### src/rtl/ins_pkg.sv
// Shared encodings, field positions and the pure encode/check function
// for the instruction encoder.
package ins_pkg;

  // Instruction classes.
  localparam logic [2:0] OPC_MOV  = 3'b110;
  localparam logic [2:0] OPC_ALU  = 3'b101;
  localparam logic [2:0] OPC_LDR  = 3'b011;
  localparam logic [2:0] OPC_STR  = 3'b100;
  localparam logic [2:0] OPC_HALT = 3'b111;

  // ALU sub-operations.
  localparam logic [1:0] ALU_ADD = 2'b00;
  localparam logic [1:0] ALU_CMP = 2'b01;
  localparam logic [1:0] ALU_AND = 2'b10;
  localparam logic [1:0] ALU_MVN = 2'b11;

  // MOV sub-operations; memory and HALT only use op 00.
  localparam logic [1:0] MOV_IMM = 2'b10;
  localparam logic [1:0] MOV_REG = 2'b00;
  localparam logic [1:0] OP_ZERO = 2'b00;

  // Field bit positions (least significant bit of each field).
  localparam int OPC_LSB = 13;
  localparam int OP_LSB  = 11;
  localparam int RN_LSB  = 8;
  localparam int RD_LSB  = 5;
  localparam int SH_LSB  = 3;
  localparam int RM_LSB  = 0;

  // Immediate ranges (signed, inclusive).
  localparam int IMM8_MIN = -128;
  localparam int IMM8_MAX = 127;
  localparam int IMM5_MIN = -16;
  localparam int IMM5_MAX = 15;

  typedef struct packed {
    logic [2:0]         opcode;
    logic [1:0]         op;
    logic [2:0]         rn;
    logic [2:0]         rd;
    logic [2:0]         rm;
    logic [1:0]         shift;
    logic signed [15:0] imm;
  } ins_fields_t;

  typedef struct packed {
    logic        legal;
    logic [15:0] word;
  } enc_result_t;

  // Select which fields a format carries, range-check the immediate,
  // then assemble the word with every unused field forced to zero.
  function automatic enc_result_t encode_ins(input ins_fields_t f);
    enc_result_t r;
    logic rn_en, rd_en, sh_en, rm_en, imm8_en, imm5_en, fmt_ok, rng_ok;
    int   imm_i;
    rn_en   = 1'b0;
    rd_en   = 1'b0;
    sh_en   = 1'b0;
    rm_en   = 1'b0;
    imm8_en = 1'b0;
    imm5_en = 1'b0;
    fmt_ok  = 1'b1;
    imm_i   = int'(f.imm);
    case ({f.opcode, f.op})
      {OPC_MOV, MOV_IMM}:  begin rn_en = 1'b1; imm8_en = 1'b1; end
      {OPC_MOV, MOV_REG}:  begin rd_en = 1'b1; sh_en = 1'b1; rm_en = 1'b1; end
      {OPC_ALU, ALU_ADD},
      {OPC_ALU, ALU_AND}:  begin rn_en = 1'b1; rd_en = 1'b1; sh_en = 1'b1; rm_en = 1'b1; end
      {OPC_ALU, ALU_CMP}:  begin rn_en = 1'b1; sh_en = 1'b1; rm_en = 1'b1; end
      {OPC_ALU, ALU_MVN}:  begin rd_en = 1'b1; sh_en = 1'b1; rm_en = 1'b1; end
      {OPC_LDR, OP_ZERO},
      {OPC_STR, OP_ZERO}:  begin rn_en = 1'b1; rd_en = 1'b1; imm5_en = 1'b1; end
      {OPC_HALT, OP_ZERO}: fmt_ok = 1'b1;
      default:             fmt_ok = 1'b0;
    endcase
    rng_ok = 1'b1;
    if (imm8_en && (imm_i < IMM8_MIN || imm_i > IMM8_MAX)) rng_ok = 1'b0;
    if (imm5_en && (imm_i < IMM5_MIN || imm_i > IMM5_MAX)) rng_ok = 1'b0;

    r.word = '0;
    r.word[OPC_LSB +: 3] = f.opcode;
    r.word[OP_LSB  +: 2] = f.op;
    if (rn_en)   r.word[RN_LSB +: 3] = f.rn;
    if (rd_en)   r.word[RD_LSB +: 3] = f.rd;
    if (sh_en)   r.word[SH_LSB +: 2] = f.shift;
    if (rm_en)   r.word[RM_LSB +: 3] = f.rm;
    if (imm8_en) r.word[7:0] = f.imm[7:0];
    if (imm5_en) r.word[4:0] = f.imm[4:0];
    r.legal = fmt_ok & rng_ok;
    return r;
  endfunction

endpackage

### src/rtl/ins_fifo.sv
// Instruction word FIFO: storage, wrapping pointers, occupancy.
// Output word reads as zero whenever the FIFO is empty.
module ins_fifo #(
  parameter int DEPTH = 4,
  parameter int WIDTH = 16
) (
  input  logic                       clk,
  input  logic                       reset,
  input  logic                       push,
  input  logic [WIDTH-1:0]           wdata,
  input  logic                       pop_ready,
  output logic [WIDTH-1:0]           rdata,
  output logic                       rvalid,
  output logic                       full,
  output logic [$clog2(DEPTH):0]     count
);
  localparam int AW = $clog2(DEPTH);
  localparam int CW = AW + 1;

  logic [WIDTH-1:0] mem [DEPTH];
  logic [AW-1:0]    wptr;
  logic [AW-1:0]    rptr;
  logic             push_ok;
  logic             pop_ok;

  assign full    = (count == CW'(DEPTH));
  assign rvalid  = (count != '0);
  assign push_ok = push & ~full;
  assign pop_ok  = rvalid & pop_ready;
  assign rdata   = rvalid ? mem[rptr] : '0;

  // Storage write at the tail; data is not reset.
  always_ff @(posedge clk) begin
    if (push_ok) mem[wptr] <= wdata;
  end

  // Pointers and occupancy; power-of-two depth lets pointers wrap naturally.
  always_ff @(posedge clk) begin
    if (reset) begin
      wptr  <= '0;
      rptr  <= '0;
      count <= '0;
    end else begin
      if (push_ok) wptr <= wptr + 1'b1;
      if (pop_ok)  rptr <= rptr + 1'b1;
      case ({push_ok, pop_ok})
        2'b10:   count <= count + 1'b1;
        2'b01:   count <= count - 1'b1;
        default: count <= count;
      endcase
    end
  end

endmodule

### src/rtl/ins_enc.sv
// Instruction encoder and issue buffer: checks and packs field-level
// requests into 16-bit words, queues legal ones, counts illegal ones.
module ins_enc
  import ins_pkg::*;
#(
  parameter int DEPTH = 4,
  parameter int ERRW  = 8
) (
  input  logic                   clk,
  input  logic                   reset,
  input  logic                   in_valid,
  output logic                   in_ready,
  input  logic [2:0]             f_opcode,
  input  logic [1:0]             f_op,
  input  logic [2:0]             f_rn,
  input  logic [2:0]             f_rd,
  input  logic [2:0]             f_rm,
  input  logic [1:0]             f_shift,
  input  logic [15:0]            f_imm,
  output logic [15:0]            ins,
  output logic                   ins_valid,
  input  logic                   ins_ready,
  output logic                   err,
  output logic [ERRW-1:0]        err_cnt,
  output logic [$clog2(DEPTH):0] count
);

  ins_fields_t fields;
  enc_result_t enc;
  logic        accept;
  logic        full;
  logic        err_p1;

  // Gather the request fields and run the encode/check function.
  always_comb begin
    fields        = '0;
    fields.opcode = f_opcode;
    fields.op     = f_op;
    fields.rn     = f_rn;
    fields.rd     = f_rd;
    fields.rm     = f_rm;
    fields.shift  = f_shift;
    fields.imm    = $signed(f_imm);
    enc           = encode_ins(fields);
  end

  assign in_ready = ~full;
  assign accept   = in_valid & in_ready;
  assign err      = err_p1;

  ins_fifo #(
    .DEPTH (DEPTH),
    .WIDTH (16)
  ) u_fifo (
    .clk       (clk),
    .reset     (reset),
    .push      (accept & enc.legal),
    .wdata     (enc.word),
    .pop_ready (ins_ready),
    .rdata     (ins),
    .rvalid    (ins_valid),
    .full      (full),
    .count     (count)
  );

  // Accept -> error flag/counter boundary: one-cycle pulse and saturating count.
  always_ff @(posedge clk) begin
    if (reset) begin
      err_p1  <= 1'b0;
      err_cnt <= '0;
    end else begin
      err_p1 <= accept & ~enc.legal;
      if (accept && !enc.legal && err_cnt != '1) err_cnt <= err_cnt + 1'b1;
    end
  end

endmodule

### config.mk
export PLATFORM = sky130hd
export DESIGN_NAME = ins_enc
export DESIGN_NICKNAME = d
export VERILOG_FILES = /design/src/rtl/ins_pkg.sv /design/src/rtl/ins_fifo.sv /design/src/rtl/ins_enc.sv
export SDC_FILE = /design/constraint.sdc
export NUM_CORES = 1
export LEC_CHECK = 0
export ABC_AREA = 1
export ABC_CLOCK_PERIOD_IN_PS = 2500
export CAP_MARGIN = 15
export CORE_UTILIZATION = 45
export DETAILED_ROUTE_END_ITERATION = 6
export PLACE_DENSITY_LB_ADDON = 0.15
export SLEW_MARGIN = 10
export SYNTH_ARGS = -nofsm -noshare
export SYNTH_HDL_FRONTEND = slang
export SYNTH_HIERARCHICAL = 1
export SYNTH_SLANG_ARGS = --single-unit
### constraint.sdc
create_clock -name clk -period 2.5 [get_ports clk]
set_input_delay 0.25 -clock clk [delete_from_list [all_inputs] [get_ports clk]]
set_output_delay 0.25 -clock clk [all_outputs]
set_load 0.05 [all_outputs]
==> run summary <==
This memo summarizes the results of the implementation run.

Place
After its last routability iteration, the placer logged a weighted congestion of 0.820.

Flow run
In this run the maximum-capacitance check reported violations numbering 0.

STA
The final timing report counts setup violations totalling 0. Per the final report, max-transition violations number 0. Timing would allow up to 443 MHz.

The largest clock skew in the final design is 0.00768 ns. After routing, the total negative slack on setup checks comes to 0 ns. In the finished design, the share of the clock period the worst path needs comes to 0.903.

Setup path
The family of cells with the greatest summed delay on the critical path is buffers and inverters. The worst register-to-register path has a setup slack of 0.37 ns. At the worst endpoint, the required time is 2.25 ns.

For this design, the slowest cell found on the critical path is sky130_fd_sc_hd__clkdlybuf4s50_1. The signal on the critical path passes through inv_1 -> nand3_1 -> inv_1 -> inv_1 -> clkdlybuf4s50_1. The buffers plus inverters on the worst setup path is 4. The worst register-to-register path depth is 14.

The cell with the most instances on the worst path is sky130_fd_sc_hd__inv_1. The arrival time at the worst endpoint is 2.01 ns.

Power
The largest vdd supply drop is 0.000493 V. The internal portion of the total power is 2.76 mW. The share of total power dissipated in combinational logic is 0.471. Switching power as a fraction of the total was reported as 0.411.

The static leakage power is 2.11 nW. The total design power is 4.69 mW.

Outcome
The flow ran to the end, and the final reports show no timing, DRC or antenna violations.

GRT
Total global-route track usage over all layers is 0.193. The global-route congestion overflow total is 0. The number of global-route vias before repair came to 2829.

Hold path
The number of instances on the worst hold path is 1. The origin of the worst min-delay path is f_opcode[2].

Logic synthesis
The number of cells in Yosys stat is 408. The synthesized design spends more area on one cell type than any other, namely sky130_fd_sc_hd__edfxtp_1. Counting the warning lines in the Yosys log gives 6. The number of nets at floorplan is 451. The synthesized design contains 82 register bits. The proportion of netlist area held by the largest area contributor is 0.489.

Clocking
The CTS sink count is 82. The TritonCTS clock tree is yes. For the worst-skew pair, the clock arrives at the later sink with an insertion delay of 0.35 ns. TritonCTS created 9 clock buffers.

Route
The detailed router's first-iteration violation count is 98. The vias after detailed routing is 3059. The average routed wire per standard cell is 13.6 um.

Cells and area
The net count of the finished layout is 539. The most common logic cells in the final layout are 102 x sky130_fd_sc_hd__nand2_1, 64 x sky130_fd_sc_hd__edfxtp_1, 54 x sky130_fd_sc_hd__nor2_1. The count of inserted antenna diode cells is 0.

Floorplan
In this run the standard cell core region covers 8340 um2. The die outline width is 95.4 um. The number of cell rows is 33. The number of I/O pins is 66.
[final cells by class]
| class | instances | area (um2) | share of cell area |
|---|---|---|---|
| clock inverter | 7 | 61.3 | 0.0118 |
| timing repair buffer | 90 | 1050 | 0.202 |
| multi-input combinational | 279 | 1410 | 0.272 |
| inverter | 34 | 133 | 0.0255 |
| clock buffer | 9 | 124 | 0.0238 |
| tap | 105 | 131 | 0.0253 |
| sequential | 82 | 2280 | 0.440 |
[per-stage QoR]
step	std cells	area [um2]	utilization	hold WS (ns)	setup slack (ns)
after floorplan	408	3940	-	0.349	0.0427
after global placement	590	4980	0.598	0.462	-0.232
after detailed placement	590	4980	0.598	0.494	-0.350
after CTS	606	5170	0.620	0.514	0.0310
after global routing	606	5200	0.623	0.300	0.121
final	606	5200	0.623	0.270	0.242
[Yosys cell counts]
master	number
sky130_fd_sc_hd__nand2_2	10
sky130_fd_sc_hd__buf_1	1
sky130_fd_sc_hd__xor2_1	4
sky130_fd_sc_hd__nor3_1	4
sky130_fd_sc_hd__nand2_1	102
sky130_fd_sc_hd__buf_12	1
sky130_fd_sc_hd__nand3_2	4
sky130_fd_sc_hd__xnor2_1	2
sky130_fd_sc_hd__or2_2	1
sky130_fd_sc_hd__ha_1	6
sky130_fd_sc_hd__buf_2	4
sky130_fd_sc_hd__inv_1	29
sky130_fd_sc_hd__o21ai_0	9
sky130_fd_sc_hd__nor2_1	58
sky130_fd_sc_hd__inv_2	3
sky130_fd_sc_hd__a22o_1	5
sky130_fd_sc_hd__nand3_1	9
sky130_fd_sc_hd__nor2_2	4
sky130_fd_sc_hd__inv_6	1
sky130_fd_sc_hd__edfxtp_1	64
sky130_fd_sc_hd__dfxtp_1	18
sky130_fd_sc_hd__nand4_1	11
sky130_fd_sc_hd__nand3b_1	2
sky130_fd_sc_hd__o21ai_1	16
sky130_fd_sc_hd__clkinv_1	1
sky130_fd_sc_hd__nand3_4	1
sky130_fd_sc_hd__fa_1	1
sky130_fd_sc_hd__a21oi_2	6
sky130_fd_sc_hd__a21oi_1	24
sky130_fd_sc_hd__buf_6	7
[power by group through the flow]
stage	clock network (mW)	registers (mW)	logic, mW
6_report	0.899	1.58	2.21
3_3_place_gp	0	1.61	2.19
5_1_grt	0.963	1.59	2.36
3_5_place_dp	0	1.61	2.22
2_1_floorplan	0	1.69	1.32
4_1_cts	0.922	1.58	2.22
[routing by layer]
| layer | track usage | share of wire | wire (um) |
|---|---|---|---|
| met1 | 0.223 | 0.43 | 3550 |
| met2 | 0.349 | 0.51 | 4210 |
| met3 | 0.0335 | 0.041 | 341 |
| met4 | 0.0821 | 0.015 | 124 |
| met5 | 0 | 0 | 0 |
[logic make-up after synthesis]
logic type | Yosys count | share of synthesized area
buffers and inverters | 47 | 0.0650
AOI/OAI and AO/OA | 60 | 0.0870
xor gates and xnor gates | 6 | 0.0134
and+or+nand+nor | 206 | 0.229
adders and majority gates | 7 | 0.0242
DFF | 82 | 0.581
[registers in the layout, indices dropped and copies added (netlist names), named ones only]
| name | cells |
|---|---|
| u_fifo/wptr | 2 |
| u_fifo/count | 3 |
| u_fifo/mem | 64 |
| u_fifo/rptr | 2 |
| err | 1 |
| err_cnt | 8 |
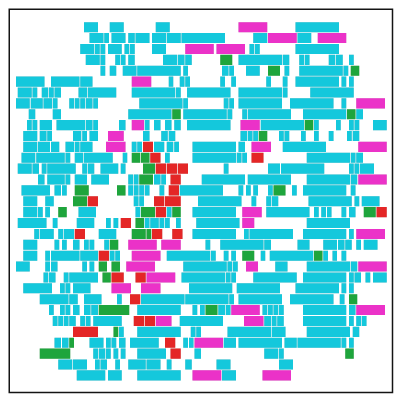
(sizing map)
Drawn at 4 px/um.
colour	size	cells	share	most used
red	_3 and _4 cells	26	5.2%	buf_4
magenta	_6 and larger	33	6.6%	buf_12
cyan	_0 and _1 cells	407	81%	nand2_1
green	_2 cells	35	7.0%	nand2_2
growth of design area from synthesis to finish: 32.3%
non-clock buffer total of the final layout: 90
post-route cell area: 5200 um2
Worst Setup Slack, final: 0.242 ns

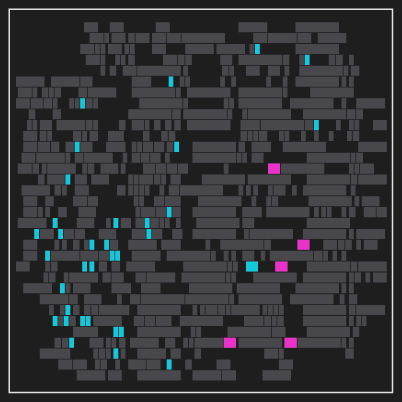
(gate families picked out)
Drawn at 4 px/um.
colour	family	cells	most used
cyan	inv cells	34	inv_1
magenta	non-inverting ao/oa cells	5	a22o_1
most frequent standard cell in the layout excluding fill and tap cells: sky130_fd_sc_hd__nand2_1
Cell Count, Final, Fillers Out: 606
multi-input logic portion of the cell area: 0.272

Power and IR drop assume default switching activity.
